**src/rtl/mem_arbiter.sv**
```systemverilog
// -----------------------------------------------------------------------------
// mem_arbiter
//   Sequences one shared memory port between the instruction-fetch (IF)
//   requester and the data-memory (DM) requester. A granted transfer drives
//   the mem_* controls for MEM_LAT cycles. The owner's read data is captured
//   on the last access cycle. A one-cycle ack then goes to the owner.
//
//   Ports
//     clk, rst              rising-edge clock, asynchronous active-high reset
//     if_req/if_addr        fetch request; held until if_ack
//     if_ack/if_rdata       one-cycle completion pulse, fetched word
//     dm_req/dm_wr/dm_op    data request, store flag, size/sign code
//     dm_addr/dm_wdata      data address and store data
//     dm_ack/dm_rdata       one-cycle completion pulse, load result
//     mem_en/mem_we/mem_op  memory-side controls (registered)
//     mem_addr/mem_wdata    memory address and write data (registered)
//     mem_rdata             memory read data, valid on the last access cycle
//     busy                  high whenever the arbiter is not idle
//
//   Build option
//     MEM_ARB_RR_EN  When defined, simultaneous requests alternate between the
//                    two requesters, using a last-grant flag. When undefined,
//                    DM has fixed priority over IF.
// -----------------------------------------------------------------------------
module mem_arbiter #(
  parameter int ADDR_W  = 32,
  parameter int DATA_W  = 32,
  parameter int MEM_LAT = 2
) (
  input  logic              clk,
  input  logic              rst,
  input  logic              if_req,
  input  logic [ADDR_W-1:0] if_addr,
  output logic              if_ack,
  output logic [DATA_W-1:0] if_rdata,
  input  logic              dm_req,
  input  logic              dm_wr,
  input  logic [2:0]        dm_op,
  input  logic [ADDR_W-1:0] dm_addr,
  input  logic [DATA_W-1:0] dm_wdata,
  output logic              dm_ack,
  output logic [DATA_W-1:0] dm_rdata,
  output logic              mem_en,
  output logic              mem_we,
  output logic [2:0]        mem_op,
  output logic [ADDR_W-1:0] mem_addr,
  output logic [DATA_W-1:0] mem_wdata,
  input  logic [DATA_W-1:0] mem_rdata,
  output logic              busy
);

  typedef enum logic [1:0] {
    ST_IDLE = 2'd0,
    ST_ACC  = 2'd1,
    ST_RESP = 2'd2
  } state_t;

  localparam logic       OWN_IF   = 1'b0;
  localparam logic       OWN_DM   = 1'b1;
  localparam logic [3:0] CNT_INIT = 4'(MEM_LAT - 1);

  state_t            state_q, state_d;
  logic [3:0]        cnt_q, cnt_d;
  logic              owner_q, owner_d;
  logic              mem_en_q, mem_en_d;
  logic              mem_we_q, mem_we_d;
  logic [2:0]        mem_op_q, mem_op_d;
  logic [ADDR_W-1:0] mem_addr_q, mem_addr_d;
  logic [DATA_W-1:0] mem_wdata_q, mem_wdata_d;
  logic              if_ack_q, if_ack_d;
  logic              dm_ack_q, dm_ack_d;
  logic [DATA_W-1:0] if_rdata_q, if_rdata_d;
  logic [DATA_W-1:0] dm_rdata_q, dm_rdata_d;
  logic              busy_q, busy_d;
  logic              grant_dm_s;
`ifdef MEM_ARB_RR_EN
  logic              last_q, last_d;
`endif

  // Grant selection: DM wins a tie unless alternation is enabled.
  always_comb begin
    grant_dm_s = 1'b0;
`ifdef MEM_ARB_RR_EN
    if (dm_req && if_req) begin
      grant_dm_s = (last_q == OWN_IF);
    end else begin
      grant_dm_s = dm_req;
    end
`else
    grant_dm_s = dm_req;
`endif
  end

  // Next-state and next-output computation for the transfer sequencer.
  always_comb begin
    state_d     = state_q;
    cnt_d       = cnt_q;
    owner_d     = owner_q;
    mem_en_d    = mem_en_q;
    mem_we_d    = mem_we_q;
    mem_op_d    = mem_op_q;
    mem_addr_d  = mem_addr_q;
    mem_wdata_d = mem_wdata_q;
    if_rdata_d  = if_rdata_q;
    dm_rdata_d  = dm_rdata_q;
    if_ack_d    = 1'b0;
    dm_ack_d    = 1'b0;
`ifdef MEM_ARB_RR_EN
    last_d      = last_q;
`endif

    case (state_q)
      ST_IDLE: begin
        if (dm_req || if_req) begin
          state_d  = ST_ACC;
          cnt_d    = CNT_INIT;
          mem_en_d = 1'b1;
          owner_d  = grant_dm_s ? OWN_DM : OWN_IF;
`ifdef MEM_ARB_RR_EN
          last_d   = grant_dm_s ? OWN_DM : OWN_IF;
`endif
          if (grant_dm_s) begin
            mem_we_d    = dm_wr;
            mem_op_d    = dm_op;
            mem_addr_d  = dm_addr;
            mem_wdata_d = dm_wdata;
          end else begin
            // Fetches are always word reads; write data is parked at zero.
            mem_we_d    = 1'b0;
            mem_op_d    = 3'b000;
            mem_addr_d  = if_addr;
            mem_wdata_d = {DATA_W{1'b0}};
          end
        end else begin
          state_d = ST_IDLE;
        end
      end

      ST_ACC: begin
        if (cnt_q != 4'd0) begin
          cnt_d = cnt_q - 4'd1;
        end else begin
          // Last access cycle: mem_rdata is valid now.
          if (owner_q == OWN_DM) begin
            if (!mem_we_q) begin
              dm_rdata_d = mem_rdata;
            end else begin
              dm_rdata_d = dm_rdata_q;
            end
            dm_ack_d = 1'b1;
          end else begin
            if_rdata_d = mem_rdata;
            if_ack_d   = 1'b1;
          end
          mem_en_d = 1'b0;
          mem_we_d = 1'b0;
          state_d  = ST_RESP;
        end
      end

      ST_RESP: begin
        state_d = ST_IDLE;
      end

      default: begin
        state_d  = ST_IDLE;
        mem_en_d = 1'b0;
        mem_we_d = 1'b0;
      end
    endcase

    busy_d = (state_d != ST_IDLE);
  end

  // State and registered outputs.
  always_ff @(posedge clk or posedge rst) begin
    if (rst) begin
      state_q     <= ST_IDLE;
      cnt_q       <= 4'd0;
      owner_q     <= OWN_IF;
      mem_en_q    <= 1'b0;
      mem_we_q    <= 1'b0;
      mem_op_q    <= 3'b000;
      mem_addr_q  <= {ADDR_W{1'b0}};
      mem_wdata_q <= {DATA_W{1'b0}};
      if_ack_q    <= 1'b0;
      dm_ack_q    <= 1'b0;
      if_rdata_q  <= {DATA_W{1'b0}};
      dm_rdata_q  <= {DATA_W{1'b0}};
      busy_q      <= 1'b0;
`ifdef MEM_ARB_RR_EN
      last_q      <= OWN_IF;
`endif
    end else begin
      state_q     <= state_d;
      cnt_q       <= cnt_d;
      owner_q     <= owner_d;
      mem_en_q    <= mem_en_d;
      mem_we_q    <= mem_we_d;
      mem_op_q    <= mem_op_d;
      mem_addr_q  <= mem_addr_d;
      mem_wdata_q <= mem_wdata_d;
      if_ack_q    <= if_ack_d;
      dm_ack_q    <= dm_ack_d;
      if_rdata_q  <= if_rdata_d;
      dm_rdata_q  <= dm_rdata_d;
      busy_q      <= busy_d;
`ifdef MEM_ARB_RR_EN
      last_q      <= last_d;
`endif
    end
  end

  assign mem_en    = mem_en_q;
  assign mem_we    = mem_we_q;
  assign mem_op    = mem_op_q;
  assign mem_addr  = mem_addr_q;
  assign mem_wdata = mem_wdata_q;
  assign if_ack    = if_ack_q;
  assign dm_ack    = dm_ack_q;
  assign if_rdata  = if_rdata_q;
  assign dm_rdata  = dm_rdata_q;
  assign busy      = busy_q;

endmodule

```
**config.mk**
```make
export PLATFORM = sky130hd
export DESIGN_NAME = mem_arbiter
export DESIGN_NICKNAME = d
export VERILOG_FILES = /design/src/rtl/mem_arbiter.sv
export SDC_FILE = /design/constraint.sdc
export NUM_CORES = 1
export LEC_CHECK = 0
export ABC_AREA = 1
export CAP_MARGIN = 20
export CORE_ASPECT_RATIO = 0.8
export CORE_MARGIN = 8
export CORE_UTILIZATION = 30
export CTS_BUF_LIST = sky130_fd_sc_hd__clkbuf_2 sky130_fd_sc_hd__clkbuf_4 sky130_fd_sc_hd__clkbuf_8
export CTS_CLUSTER_SIZE = 28
export DETAILED_ROUTE_END_ITERATION = 6
export GPL_TIMING_DRIVEN = 0
export PLACE_DENSITY = 0.69
export SLEW_MARGIN = 20
export SYNTH_ARGS = -nofsm -noshare
export SYNTH_HDL_FRONTEND = slang
export SYNTH_SLANG_ARGS = --single-unit
```
**constraint.sdc**
```tcl
create_clock -name clk -period 5.6 [get_ports clk]
set_input_delay 1.4 -clock clk [delete_from_list [all_inputs] [get_ports clk]]
set_output_delay 1.4 -clock clk [all_outputs]
set_load 0.005 [all_outputs]
```
Track usage over the die:
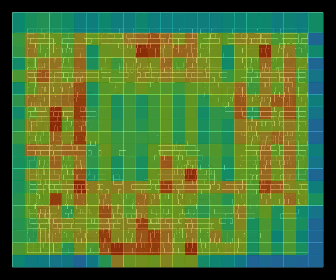
busiest grt layer: met2
met3 usage: 8.46%
GR Layer Usage met2: 25.8%
Final Core Density: 48.3%

Cells by drive strength:
The bar under the picture is 50 um long.
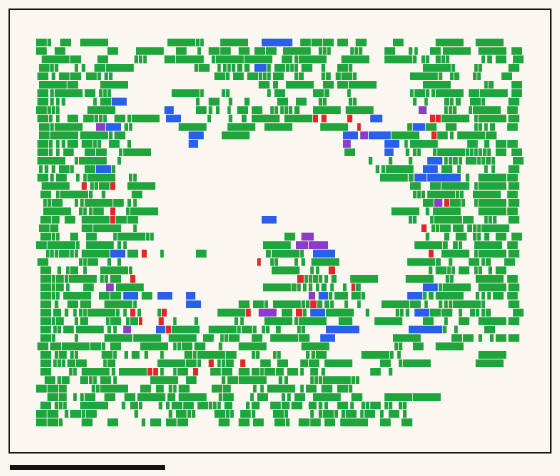
x2: drawn in red, cells 33. x3 and x4: drawn in purple, cells 12. x1 and smaller: drawn in green, cells 918. x6 and larger: drawn in blue, cells 35.

==> flow_summary.json <==
{
  "outcome": "completed",
  "layout_setup_ws_ps": 2820,
  "whs_ps": 482,
  "power_mw": 5.03,
  "async_flop_share_pct": 100,
  "synth_cells": 694,
  "maxSlewHeadroom_pct": 67.6,
  "ys_cells": 694,
  "overflow": 0,
  "antenna_cells": 0,
  "reg2reg_depth": 8,
  "pg_seq_mw": 1.80,
  "power_frac_comb_pct": 46.3,
  "tns_ps": 0,
  "grt_pass1_wl_mm": 32.4,
  "die_h_um": 142,
  "critPathKind": "flop to output port",
  "hp-start": "mem_addr[28]",
  "min_path_cells": 2,
  "wl_per_cell_um": 16.0,
  "synth_top_cell_by_area": "dfrtp_1",
  "edf_count": 0,
  "ff_type": "dfrtp_1",
  "grt_max_degree": 94,
  "dp.cells": 1230,
  "slowest_stage": "clkdlybuf4s50_1",
  "hpwlAfterDp_mm": 15.4,
  "top_cell_area_share_pct": 59.7,
  "cts_hold_buf": 0,
  "placed_area_mm2": 0.00907,
  "hold_viol": 0,
  "r2r_slack_ps": 3920,
  "vias_per_cell": 4.41,
  "postCtsSetupBuffers": 0,
  "fin_crit_ps": 2780,
  "syn-cell-area_mm2": 0.00599,
  "drtPass1Iterations": 4,
  "ys_seq_share_pct": 59.7,
  "critPathBufInv": 1,
  "syn_area_per_cell_um2": 8.63,
  "cp.required_ps": 4200,
  "portBuffers": 271,
  "cp.depth": 1,
  "end_kind": "output port",
  "cp-startpoint": "mem_we",
  "post-route-drc-count": 0,
  "ant_nets": 0,
  "clkTransAtPathRegs_ps": 90,
  "routed_wl_mm": 20.2,
  "seqPwrFrac_pct": 35.8,
  "finalClockPeriodUsage_pct": 49.6,
  "grt_usage_pct": 16.6,
  "clock_skew_ps": 14.0,
  "top_cells_by_count": "nand2_1, dfrtp_1, inv_1",
  "rows": 46,
  "reg2reg_to": "dm_rdata[14]",
  "finalSetupViolCount": 0,
  "place.gp.congestion": 0.791,
  "ys_area_mm2": 0.00599,
  "p_sw_share_pct": 35.6,
  "tightestPinTransition_ps": 486,
  "ys_types": 23,
  "cellPowerDensity_mw_per_mm2": 529,
  "cts_resized": 0,
  "h-tree-depth": 4,
  "start_kind": "flop",
  "p_clk_mw": 0.902,
  "rsz0062_at_grt": "no",
  "area_delta_synth_final_pct": 58.6,
  "vias": 5565,
  "die_w_um": 174,
  "io_pins": 272,
  "worstReg2RegStart": "cnt_q[0]",
  "p_int_mw": 3.24,
  "grt_pass1_vias": 5739,
  "insertion_delay_ps": 440,
  "cp.arrival_ps": 1380,
  "clock.fmax_mhz": 360,
  "peakVddDrop_v": 0.000238,
  "numCtsBuffers": 17,
  "holdCritPathClass": "flop to flop",
  "place_ws_ps": 2620,
  "tool_warnings": 27,
  "maxCapViolations": 0,
  "crit_path_end": "mem_we",
  "p_comb_mw": 2.33,
  "p_switching_mw": 1.79,
  "cpPeakStageDelay_ps": 550,
  "ys_ff": 143,
  "cts.sinks": 143,
  "fp_nets": 832
}
Placed cells, one colour a class:
The bar under the picture is 50 um long.
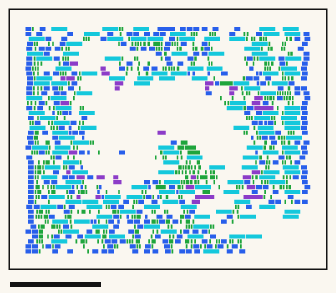
clock drivers and dummy loads: drawn in purple, cells 32. registers: drawn in cyan, cells 143. remaining logic cells: drawn in green, cells 516. remaining buffers and delay cells: drawn in blue, cells 307.
sequential cell area share: 37.6%
core footprint: 0.0197 mm^2
fin area: 0.00951 mm^2

-- tightest hold or removal path, stage by stage, from the launching register on --
cell and delay, ps:
dfrtp_1 350, nand2_1 50, nand2_1 50
-- registers in the layout, summed over array words and instances, names as in the netlist --
| name | count |
|---|---|
| dm_rdata | 32 |
| if_rdata | 32 |
| mem_addr | 32 |
| mem_wdata | 32 |
| cnt_q | 4 |
| mem_op | 3 |
| state_q | 2 |
| busy | 1 |
| dm_ack | 1 |
| if_ack | 1 |
| mem_en | 1 |
| mem_we | 1 |
| owner_q | 1 |
-- metal layers --
metal  share of wire, %  wire length, um
met5                  0                0
met4               0.97              196
met1                 43             8740
met3                 11             2220
met2                 45             9070
-- final cells by class --
class	count	area (um^2)	share of cell area, %
buffer	35	196	2.07
timing repair buffer	272	2740	28.8
tap	264	330	3.48
sequential	143	3580	37.6
inverter	46	183	1.92
clock inverter	13	174	1.83
multi-input combinational	470	2040	21.5
clock buffer	19	262	2.75
-- logic make-up after synthesis --
kind of cell	after synthesis	share of synthesized area [%]
flops	143	59.7
xor+xnor	1	0.146
simple gates	398	26.2
fa+ha+maj	2	0.418
compound gates	69	7.29
buf+inv	81	6.20
-- placed cells by master (no fill, tap or decap), types with 2 or more instances in the layout --
cell type / n
inv_1: 40
nand2_2: 3
clkdlybuf4s50_1: 271
o211ai_1: 32
ha_1: 2
buf_6: 3
buf_4: 3
nand2_1: 379
buf_2: 22
nand3_1: 5
nor2_1: 5
clkbuf_2: 3
inv_6: 6
inv_2: 4
nor2_8: 2
o21ai_0: 35
dfrtp_1: 143
clkbuf_1: 4
clkinvlp_4: 3
bufinv_16: 3
clkbuf_8: 19
nand2_4: 2
